## config.mk

```make
export PLATFORM = sky130hd
export DESIGN_NAME = fwd_adapter
export DESIGN_NICKNAME = d
export VERILOG_FILES = /design/src/rtl/fwd_adapter.sv
export SDC_FILE = /design/constraint.sdc
export NUM_CORES = 1
export LEC_CHECK = 0
export ABC_AREA = 1
export CORE_UTILIZATION = 50
export CTS_BUF_LIST = sky130_fd_sc_hd__clkbuf_4 sky130_fd_sc_hd__clkbuf_8
export CTS_CLUSTER_SIZE = 12
export DETAILED_ROUTE_END_ITERATION = 8
export PLACE_DENSITY = 0.69
export SYNTH_ARGS = -nofsm -noshare
export SYNTH_HDL_FRONTEND = slang
export SYNTH_SLANG_ARGS = --single-unit
```

## constraint.sdc

```tcl
create_clock -name clk -period 8.6 [get_ports clk]
set_clock_uncertainty 0.05 [all_clocks]
set_input_delay 1.72 -clock clk [delete_from_list [all_inputs] [get_ports clk]]
set_output_delay 1.72 -clock clk [all_outputs]
set_load 0.02 [all_outputs]
```

## src/rtl/fwd_adapter.sv

```systemverilog
// Packet forwarder: reads a buffered packet from P3 word by word and streams it out as AXI-Stream.
// Defining FWD_ADAPTER_PESS_EN inserts a two-entry registered skid slice in front of the m_* outputs.
module fwd_adapter #(
  parameter int unsigned ADDR_WIDTH = 9,
  parameter int unsigned DATA_WIDTH = 64,
  parameter int unsigned PLEN_WIDTH = 32,
  parameter int unsigned RD_LAT     = 2
) (
  input  logic                    clk,
  input  logic                    rst,
  input  logic                    fwd_rdy,
  input  logic [PLEN_WIDTH-1:0]   fwd_plen,
  output logic                    fwd_rdy_ack,
  output logic [ADDR_WIDTH-1:0]   fwd_addr,
  output logic                    fwd_rd_en,
  input  logic [DATA_WIDTH-1:0]   fwd_rd_data,
  output logic                    fwd_done,
  input  logic                    fwd_done_ack,
  output logic [DATA_WIDTH-1:0]   m_tdata,
  output logic [DATA_WIDTH/8-1:0] m_tkeep,
  output logic                    m_tlast,
  output logic                    m_tvalid,
  input  logic                    m_tready
);
  localparam int unsigned BYTES      = DATA_WIDTH / 8;
  localparam int unsigned FIFO_DEPTH = RD_LAT + 2;
  localparam int unsigned PTR_W      = $clog2(FIFO_DEPTH);
  localparam int unsigned CNT_W      = $clog2(FIFO_DEPTH + 1);
  localparam int unsigned NW_W       = ADDR_WIDTH + 1;
  localparam int unsigned LEN_W      = PLEN_WIDTH + 1;
  localparam int unsigned MAX_NW     = 1 << ADDR_WIDTH;

  typedef enum logic [1:0] {IDLE, READ, DRAIN, DONE} state_t;
  state_t state;

  // Word count and last-beat byte enables for the packet offered on fwd_plen.
  logic [LEN_W-1:0]      nw_raw;
  logic [PLEN_WIDTH-1:0] rem;
  logic                  clamp;
  logic [NW_W-1:0]       nw_in;
  logic [BYTES-1:0]      keep_in;

  assign nw_raw  = (LEN_W'(fwd_plen) + LEN_W'(BYTES - 1)) / LEN_W'(BYTES);
  assign rem     = fwd_plen % PLEN_WIDTH'(BYTES);
  assign clamp   = nw_raw > LEN_W'(MAX_NW);
  assign nw_in   = clamp ? NW_W'(MAX_NW) : NW_W'(nw_raw);
  assign keep_in = (clamp || rem == '0) ? '1 : ~({BYTES{1'b1}} << rem);

  logic [NW_W-1:0]       nw;
  logic [NW_W-1:0]       cnt_iss;
  logic [NW_W-1:0]       cnt_beat;
  logic [BYTES-1:0]      last_keep;
  logic [CNT_W-1:0]      resv;
  logic [CNT_W-1:0]      fifo_cnt;
  logic [CNT_W-1:0]      resv_left;
  logic [PTR_W-1:0]      wr_ptr;
  logic [PTR_W-1:0]      rd_ptr;
  logic [RD_LAT-1:0]     rd_vld;
  logic [DATA_WIDTH-1:0] fifo_mem [FIFO_DEPTH];

  logic push;
  logic pop;
  logic issue;
  logic latch;
  logic fifo_valid;
  logic head_last;
  logic last_xfer;

  function automatic logic [PTR_W-1:0] ptr_inc(input logic [PTR_W-1:0] p);
    return (p == PTR_W'(FIFO_DEPTH - 1)) ? '0 : p + PTR_W'(1);
  endfunction

  // resv counts words issued but not yet popped, so the FIFO can never overflow.
  assign push       = rd_vld[RD_LAT-1];
  assign fifo_valid = fifo_cnt != '0;
  assign head_last  = cnt_beat == nw - NW_W'(1);
  assign resv_left  = resv - CNT_W'(pop);
  assign latch      = (state == IDLE) && fwd_rdy;
  assign issue      = (latch && fwd_plen != '0) ||
                      ((state == READ) && (cnt_iss < nw) && (resv_left < CNT_W'(FIFO_DEPTH)));

  always_ff @(posedge clk) begin
    if (!rst) begin
      state       <= IDLE;
      fwd_rdy_ack <= 1'b0;
      fwd_rd_en   <= 1'b0;
      fwd_addr    <= '0;
      fwd_done    <= 1'b0;
      nw          <= '0;
      cnt_iss     <= '0;
      cnt_beat    <= '0;
      last_keep   <= '0;
      resv        <= '0;
      fifo_cnt    <= '0;
      wr_ptr      <= '0;
      rd_ptr      <= '0;
      rd_vld      <= '0;
    end else begin
      fwd_rdy_ack <= latch;
      fwd_rd_en   <= issue;
      rd_vld      <= (rd_vld << 1) | RD_LAT'(fwd_rd_en);
      fifo_cnt    <= fifo_cnt + CNT_W'(push) - CNT_W'(pop);
      resv        <= resv_left + CNT_W'(issue);
      if (push) wr_ptr <= ptr_inc(wr_ptr);
      if (pop)  rd_ptr <= ptr_inc(rd_ptr);
      if (issue) fwd_addr <= latch ? '0 : cnt_iss[ADDR_WIDTH-1:0];

      if (latch) begin
        nw        <= nw_in;
        last_keep <= keep_in;
        cnt_beat  <= '0;
        cnt_iss   <= NW_W'(issue);
      end else begin
        if (issue) cnt_iss  <= cnt_iss + NW_W'(1);
        if (pop)   cnt_beat <= cnt_beat + NW_W'(1);
      end

      case (state)
        IDLE: begin
          if (fwd_rdy) begin
            if (fwd_plen == '0) begin
              state    <= DONE;
              fwd_done <= 1'b1;
            end else begin
              state <= READ;
            end
          end
        end
        READ: begin
          if (cnt_iss == nw) state <= DRAIN;
        end
        DRAIN: begin
          if (last_xfer) begin
            state    <= DONE;
            fwd_done <= 1'b1;
          end
        end
        DONE: begin
          if (fwd_done_ack) begin
            state    <= IDLE;
            fwd_done <= 1'b0;
          end
        end
        default: state <= IDLE;
      endcase
    end
  end

  // FIFO storage needs no reset: the pointers and count define what is valid.
  always_ff @(posedge clk) begin
    if (push) fifo_mem[wr_ptr] <= fwd_rd_data;
  end

`ifdef FWD_ADAPTER_PESS_EN
  logic [DATA_WIDTH-1:0] sl_data [2];
  logic [BYTES-1:0]      sl_keep [2];
  logic [1:0]            sl_last;
  logic                  sl_wr;
  logic                  sl_rd;
  logic [1:0]            sl_cnt;
  logic                  sl_pop;

  assign pop    = fifo_valid && (sl_cnt != 2'd2);
  assign sl_pop = m_tvalid && m_tready;

  always_ff @(posedge clk) begin
    if (!rst) begin
      sl_data <= '{default: '0};
      sl_keep <= '{default: '0};
      sl_last <= '0;
      sl_wr   <= 1'b0;
      sl_rd   <= 1'b0;
      sl_cnt  <= '0;
    end else begin
      if (pop) begin
        sl_data[sl_wr] <= fifo_mem[rd_ptr];
        sl_keep[sl_wr] <= head_last ? last_keep : '1;
        sl_last[sl_wr] <= head_last;
        sl_wr          <= ~sl_wr;
      end
      if (sl_pop) sl_rd <= ~sl_rd;
      sl_cnt <= sl_cnt + 2'(pop) - 2'(sl_pop);
    end
  end

  assign m_tvalid = sl_cnt != '0;
  assign m_tdata  = m_tvalid ? sl_data[sl_rd] : '0;
  assign m_tkeep  = m_tvalid ? sl_keep[sl_rd] : '0;
  assign m_tlast  = m_tvalid && sl_last[sl_rd];
`else
  assign pop      = m_tvalid && m_tready;
  assign m_tvalid = fifo_valid;
  assign m_tdata  = fifo_valid ? fifo_mem[rd_ptr] : '0;
  assign m_tkeep  = fifo_valid ? (head_last ? last_keep : '1) : '0;
  assign m_tlast  = fifo_valid && head_last;
`endif

  assign last_xfer = m_tvalid && m_tready && m_tlast;

endmodule

```

Fig. 1: run 1, PDN straps and rails
Pins as bars on the die edge.
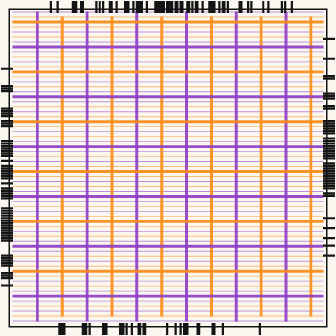
legend:
  VSS:
    colour: purple
  VDD:
    colour: orange
signal pins: 187
met5 straps: 12
rows: 62

Fig. 2: run 1, cells coloured by class
Bar = 50 um.
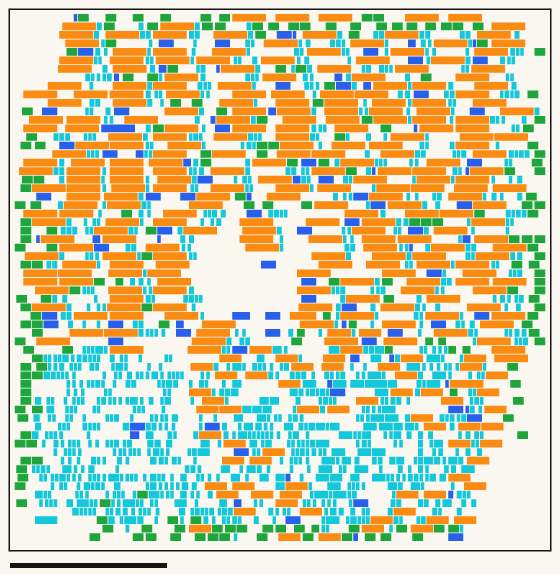
legend:
  registers:
    colour: orange
    cells: 322
    share_of_their_area: 52%
  clock drivers and dummy loads:
    colour: blue
    cells: 95
    share_of_their_area: 6.0%
  remaining logic cells:
    colour: cyan
    cells: 1,126
    share_of_their_area: 31%
  remaining buffers and delay cells:
    colour: green
    cells: 197
    share_of_their_area: 11%
Seq/total area: 0.507
Post-Route Utilization: 0.622
number of placement rows: 62
area of all placed cells without fillers: 17,800 um^2

Fig. 3: run 1, clock wires, drivers and flops
Bar = 50 um.
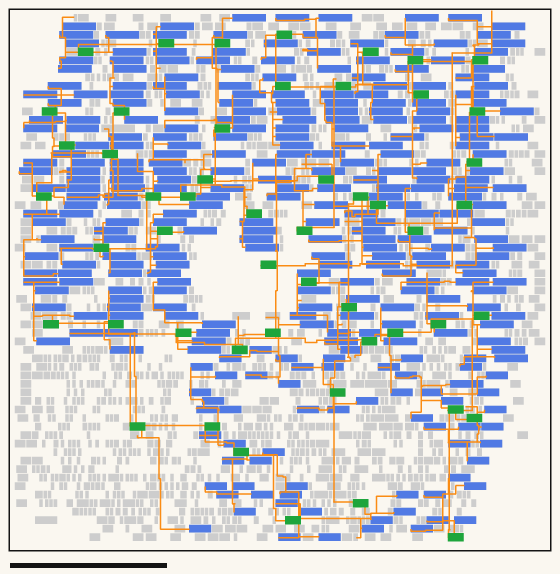
legend:
  clock-net drivers:
    colour: green
    count: 51
  clock wires:
    colour: orange
    length: 3,790 um
  flip-flops:
    colour: blue
    count: 322
routed clock nets: 52

==> out/highlights.md, run 1 <==
## Outcome
- completed — outcome

## Route
- 5 — Initial DRT Pass Iterations
- 33,600 um — wire length after detailed routing
- 15.8 um — Routed wire per std cell
- 0 — Remaining DRCs
- 0 — Antenna Nets Post-Route
- 10.9k — total number of vias

## Final timing
- 0.179 — Slew HR
- 0 — final max-slew violation count
- 0.376 ns — worst hold slack
- 5.31 ns — clock period minus final worst setup slack
- 1.23 ns — slew of the pin with the lowest slew margin
- 0 — Final Hold Viols
- 0 ns — sum of negative setup slack
- 3.29 ns — post-layout worst setup margin
- 188 MHz — Peak Freq

## Setup path
- register to primary output — critical path class
- fifo_cnt[1]$_SDFF_PN0_ — reg-to-reg critical path startpoint
- 6.83 ns — Crit path required time
- primary output — crit end category
- register — Worst setup SP type
- 15 — number of cells on the worst reg-to-reg path
- 3.84 ns — setup slack, reg-to-reg
- resv[2]$_SDFF_PN0_ — capture point of the worst reg-to-reg path
- 3.54 ns — arrival time of data at the critical path endpoint
- m_tdata[8] — worst setup path end

## Final layout
- 2,126 — non-filler instance count after layout
- 2,334 — Fill cells

## Placement
- 186 — I/O Buffers
- 16,700 um^2 — instance area at placement
- 20,400 um — final HPWL from detailed placement
- 0.895 — routability-driven placement congestion ratio

## Logic synthesis
- edfxtp_1 — cell taking the most area after synthesis
- 14,500 um^2 — synthesis area per yosys
- 0.529 — Top cell area share
- 0 — async set-reset flop share out of synthesis
- 9.65 um^2 — average size of a mapped cell
- 256 — count of library flops with an enable pin
- nor2_1 — Synth top cell by count
- 1,506 — post-synthesis cell count from yosys
- 1,506 — Syn Inst Count
- 1,637 — syn_nets
- 0 — count of warnings emitted by yosys
- 14,500 um^2 — cell area after synthesis

## Worst hold path
- register to register — worst min-delay path category

## Clocking
- 0 — Post-CTS Setup Bufs
- done — TritonCTS clock tree
- clkbuf_8 — CTS Root Buffer Type
- 0 — number of buffers inserted by hold repair at cts
- 3 — Max Root-Sink Buffers

## Pwr
- 4.95 mW — Total Power
- 6.67 nW — leakage power summed over all cells
- 278 nW/um^2 — power density over the cells

## Die
- 187 — number of primary I/O pins
- 28,600 um^2 — area of the core
- 172 um — height of the chip

## Flow run
- 0 — Max Cap Viol
- 35 — count of warning messages emitted by the tools

## Global routing
- 10.6k — vias in the first global route
- 129 — pin count of the biggest net entering global routing
- 53,100 um — first-pass GRT wire length
- 2 — initial antenna violation count
- 0.230 — Overall Global Routing Usage

==> run 1: per-layer routing <==
layer,vias up,GRT usage,part of all wire
met5,-,0,0
met4,0,0.0758,0.017
met3,51,0.0481,0.056
met2,281,0.359,0.45
met1,5099,0.320,0.47
li1,5490,-,-
==> run 1: layout by cell type (no fill, tap or decap), types with 20 or more instances in the layout <==
master,synthesis,final
inv_1,109,104
dfxtp_1,66,64
o21ai_0,152,152
edfxtp_1,256,256
nand4_1,20,20
nor2_1,344,344
ha_1,29,29
a21oi_1,91,91
nand3_1,54,54
nand2_1,216,216
clkbuf_8,0,58
clkdlybuf4s50_1,0,186
==> run 1: power by group <==
group / internal [mW] / total, mW / switching (mW) / leakage (nW)
registers: 1.75 / 1.81 / 0.0648 / 2.84
clock network: 0.706 / 1.30 / 0.590 / 0.556
logic: 0.717 / 1.84 / 1.12 / 3.28
==> run 1: cell families after synthesis <==
family          count (synthesis)  share of synthesized area
simple gates                  682                      0.196
flops                         322                      0.620
compound gates                268                     0.0958
buf+inv                       178                     0.0462
fa+ha+maj                      30                     0.0263
xor+xnor                       25                     0.0151
mux                             1                   0.000775
==> run 1: flip-flops by register name (all words and copies together) (netlist names), named ones only <==
signal	flops
cnt_iss	10
fwd_addr	9
fifo_cnt	3
fifo_mem	256
fwd_done	1
fwd_rd_en	1
fwd_rdy_ack	1
rd_ptr	2
last_keep	8
state	2
nw	10
wr_ptr	2
rd_vld	2
cnt_beat	10
resv	3
==> run 1: area by class of cell <==
cell class,instances,area (um^2),area share
Tap cell,384,480,0.0270
Clock inverter,25,154,0.00865
Sequential cell,322,9010,0.507
Clock buffer,70,888,0.0499
Multi-Input combinational cell,1006,4860,0.273
Timing Repair Buffer,197,1940,0.109
Antenna cell,2,5.00,0.000281
Inverter,120,450,0.0253
==> run 1: worst max-delay path, cell delays in order, from the launching register on <==
cell	delay (ns)
dfxtp_2	0.31
buf_4	0.66
inv_2	0.27
buf_4	0.42
nor2_1	0.17
o21ai_0	0.09
a21oi_1	0.30
clkdlybuf4s50_1	0.67
==> run 1: worst min-delay path by stage <==
stage	from	end	slack (ns)	cells past startpoint
detailed placement	rd_vld[0]$_SDFF_PN0_	rd_vld[1]$_SDFF_PN0_	0.37	2
global route	rd_vld[0]$_SDFF_PN0_	rd_vld[1]$_SDFF_PN0_	0.42	2
floorplan	rd_vld[0]$_SDFF_PN0_	rd_vld[1]$_SDFF_PN0_	0.34	2
CTS	rd_vld[0]$_SDFF_PN0_	rd_vld[1]$_SDFF_PN0_	0.38	2
global placement	rd_vld[0]$_SDFF_PN0_	rd_vld[1]$_SDFF_PN0_	0.35	2
finish	rd_vld[0]$_SDFF_PN0_	rd_vld[1]$_SDFF_PN0_	0.38	2
Fig. 4: run 1, metal layers overlaid
Only two layers are drawn.
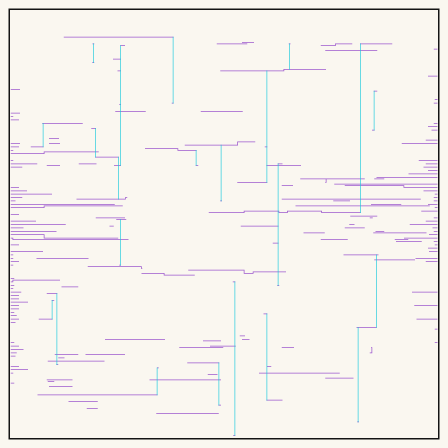

==> run 2: changes to the inputs <==
--- a/config.mk
+++ b/config.mk
@@ -10,7 +10,7 @@
 export CTS_BUF_LIST = sky130_fd_sc_hd__clkbuf_4 sky130_fd_sc_hd__clkbuf_8
 export CTS_CLUSTER_SIZE = 12
 export DETAILED_ROUTE_END_ITERATION = 8
-export PLACE_DENSITY = 0.69
+export PLACE_DENSITY = 0.72
 export SYNTH_ARGS = -nofsm -noshare
 export SYNTH_HDL_FRONTEND = slang
 export SYNTH_SLANG_ARGS = --single-unit
==> constraint.sdc (replaced) <==
create_clock -name clk -period 4.7 [get_ports clk]
set_clock_uncertainty 0.05 [all_clocks]
set_input_delay 0.94 -clock clk [delete_from_list [all_inputs] [get_ports clk]]
set_output_delay 0.94 -clock clk [all_outputs]
set_load 0.02 [all_outputs]
Fig. 5: run 2, metal layers overlaid
Only two layers are drawn.
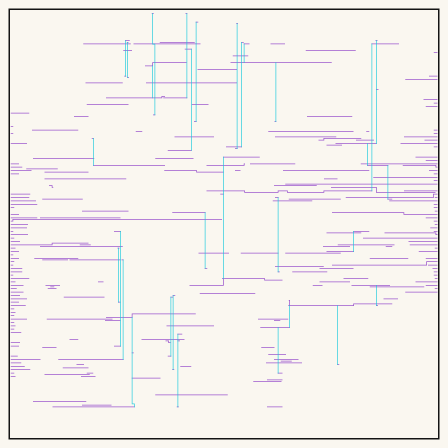
legend:
  M4:
    colour: cyan
    wire_length: 853 um
  M3:
    colour: purple
    wire_length: 2,690 um
total number of vias: 11.2k
wire length after detailed routing: 34,700 um
Overall Global Routing Usage: 0.233
Routed wire per std cell: 16.3 um

==> out/highlights.md, run 2 <==
## Outcome
- completed — outcome, unchanged

## Final layout
- nor2_1 — highest-count logic cell in the final layout, unchanged
- 344 x nor2_1, 256 x edfxtp_1, 216 x nand2_1 — Top Layout Cells, unchanged
- 2,380 — Fill cells, was 2,334
- 17,800 um^2 — area of all placed cells without fillers, about the same
- 256 — number of flip-flops in the largest register, unchanged
- 9010 um^2 — area of all sequential standard cells, unchanged
- 2,125 — non-filler instance count after layout, was 2,126
- 4860 um^2 — area of combinational cells with multiple inputs, unchanged
- fifo_mem — Biggest register, unchanged

## Die
- 187 — number of primary I/O pins, unchanged
- 62 — number of placement rows, unchanged
- 28,600 um^2 — area of the core, unchanged
- 172 um — height of the chip, unchanged
- 172 um — die width, unchanged

## Placement
- 22,100 um — final HPWL from detailed placement, was 20,400 um

## Setup path
- 0.54 ns — delay of the slowest critical-path stage, was 0.67 ns
- fifo_cnt[1]$_SDFF_PN0_ — reg-to-reg critical path startpoint, unchanged
- nor2_1 — cell mode on critical path, was buf_4
- 3.71 ns — Crit path required time, was 6.83 ns
- 3.14 ns — arrival time of data at the critical path endpoint, was 3.54 ns
- inv_1 > ha_1 > xnor2_1 > nor2_1 > nand4_1 > nor2_1 > nand2_1 > nor2_1 > nand2_1 > o21ai_0 > inv_1 > clkdlybuf4s50_1 — cell chain of the critical path, was buf_4 > inv_2 > buf_4 > nor2_1 > o21ai_0 > a21oi_1 > clkdlybuf4s50_1
- register to primary output — critical path class, unchanged
- fwd_addr[0]$_SDFFE_PN0N_ — capture point of the worst reg-to-reg path, was resv[2]$_SDFF_PN0_
- clkdlybuf4s50_1 — Critical Path Slowest Stage Cell, unchanged
- 11 — number of cells on the worst reg-to-reg path, was 15

## Clocking
- done — TritonCTS clock tree, unchanged
- clkbuf_8 — CTS Root Buffer Type, unchanged
- 0 — number of buffers inserted by hold repair at cts, unchanged
- 3 — Max Root-Sink Buffers, unchanged
- 0 — Post-CTS Setup Bufs, unchanged

## Global routing
- 0.388 — met2 routing resource usage after global routing, was 0.359
- 0.306 — grt met1 use, was 0.320
- 10.5k — vias in the first global route, was 10.6k
- 53,500 um — first-pass GRT wire length, was 53,100 um
- 69 — pin count of the biggest net entering global routing, was 129
- 1 — initial antenna violation count, was 2
- met2 — most crowded layer after global routing, unchanged
- 0.0465 — Global Route met3 Usage, was 0.0481

## Logic synthesis
- 0 — count of warnings emitted by yosys, unchanged
- 1,506 — Syn Inst Count, unchanged
- 0 — async set-reset flop share out of synthesis, unchanged
- edfxtp_1 — cell taking the most area after synthesis, unchanged
- 0.529 — Top cell area share, unchanged
- 14,500 um^2 — cell area after synthesis, unchanged
- 14,500 um^2 — synthesis area per yosys, unchanged
- 1,506 — post-synthesis cell count from yosys, unchanged
- 1,637 — syn_nets, unchanged
- nor2_1 — Synth top cell by count, unchanged
- 9.65 um^2 — average size of a mapped cell, unchanged

## Route
- 5 — Initial DRT Pass Iterations, unchanged
- 0 — Antenna Nets Post-Route, unchanged
- 0 — Remaining DRCs, unchanged

## Final timing
- 242 MHz — Peak Freq
- 0 — final max-slew violation count, unchanged
- 0.279 — Slew HR, was 0.179
- 1.08 ns — slew of the pin with the lowest slew margin, was 1.23 ns

## Pwr
- 3.28 mW — net switching power, was 1.78 mW
- 510 nW/um^2 — power density over the cells, was 278 nW/um^2
- 0.361 — switching portion of total power, was 0.359
- 9.09 mW — Total Power, was 4.95 mW
- 0.256 — clock share of power, was 0.262
- 0.383 — portion of total power attributed to combinational logic, was 0.372
- 0.361 — Seq pwr share, was 0.367
- 6.67 nW — leakage power summed over all cells, about the same
- 5.80 mW — Pint, was 3.17 mW

## Worst hold path
- rd_vld[0]$_SDFF_PN0_ — Hold Path Origin, unchanged
- 2 — cell depth of the worst hold path, unchanged
- register to register — worst min-delay path category, unchanged

## Flow run
- 0 — Max Cap Viol, unchanged

Fig. 6: run 2, clock nets
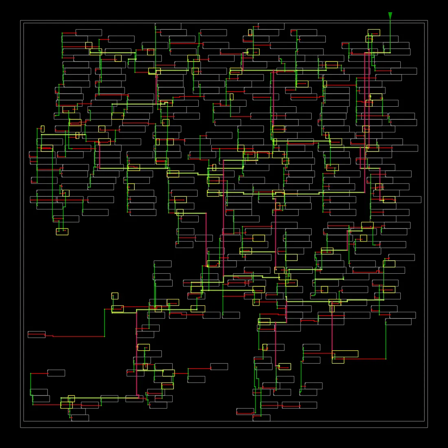
sequential cell count of the final layout: 322
clock sink total: 322
layout clock buffer count: 73

## run 2: cell counts after synthesis
Identical to the previous run, type by type.
## run 2: layer usage
layer / part of all wire / vias up
met5: 0 / -
met4: 0.025 / 0
met3: 0.078 / 69
met2: 0.47 / 404
met1: 0.43 / 5205
li1: - / 5501
## run 2: cells by family after synthesis
logic type | synth area share
and+or+nand+nor | 0.196
DFF | 0.620
AOI/OAI and AO/OA | 0.0958
buffers and inverters | 0.0462
adders and majority gates | 0.0263
xor gates and xnor gates | 0.0151
muxes | 0.000775
## run 2: cell type report
class	instances	area share
multi-input cells	1006	0.273
inverters	120	0.0253
flip-flops and latches	322	0.506
well taps	384	0.0270
clock inverters	18	0.00710
diodes	1	0.000141
clock buffers	73	0.0494
repair buffers	201	0.112
## run 2: power by group through the flow
stage | Sequential, mW | Clock, mW | Combinational (mW)
detailed placement | 3.33 | 0 | 3.47
finish | 3.28 | 2.33 | 3.48
CTS | 3.28 | 2.37 | 3.49
global route | 3.29 | 2.50 | 3.80
floorplan | 3.32 | 0 | 1.96
global placement | 3.33 | 0 | 3.42
## run 2: worst max-delay path by stage
stage / from / endpoint / slack [ns]
after floorplan: m_tready / resv[1]$_SDFF_PN0_ / 1.50
after global placement: m_tready / cnt_iss[0]$_SDFFE_PN0P_ / 0.88
after detailed placement: m_tready / fwd_addr[0]$_SDFFE_PN0N_ / 0.79
after CTS: nw[0]$_SDFFE_PN0P_ / m_tkeep[1] / 0.54
after global routing: nw[0]$_SDFFE_PN0P_ / m_tkeep[3] / 0.27
final: nw[0]$_SDFFE_PN0P_ / m_tkeep[1] / 0.57
## run 2: per-stage QoR
step	hold WS [ns]	util
2_1_floorplan	0.340	-
3_3_place_gp	0.368	0.587
3_5_place_dp	0.371	0.587
4_1_cts	0.371	0.622
5_1_grt	0.392	0.622
6_report	0.367	0.622
## run 2: worst max-delay path, delay by kind of cell (launching register included)
| family | cells | cell delay [ns] |
|---|---|---|
| xor gates and xnor gates | 1 | 0.12 |
| buffers and inverters | 3 | 0.70 |
| adders and majority gates | 1 | 0.32 |
| AOI/OAI and AO/OA | 1 | 0.27 |
| and+or+nand+nor | 6 | 0.71 |
| DFF | 1 | 0.44 |
Power and IR drop assume default switching activity.
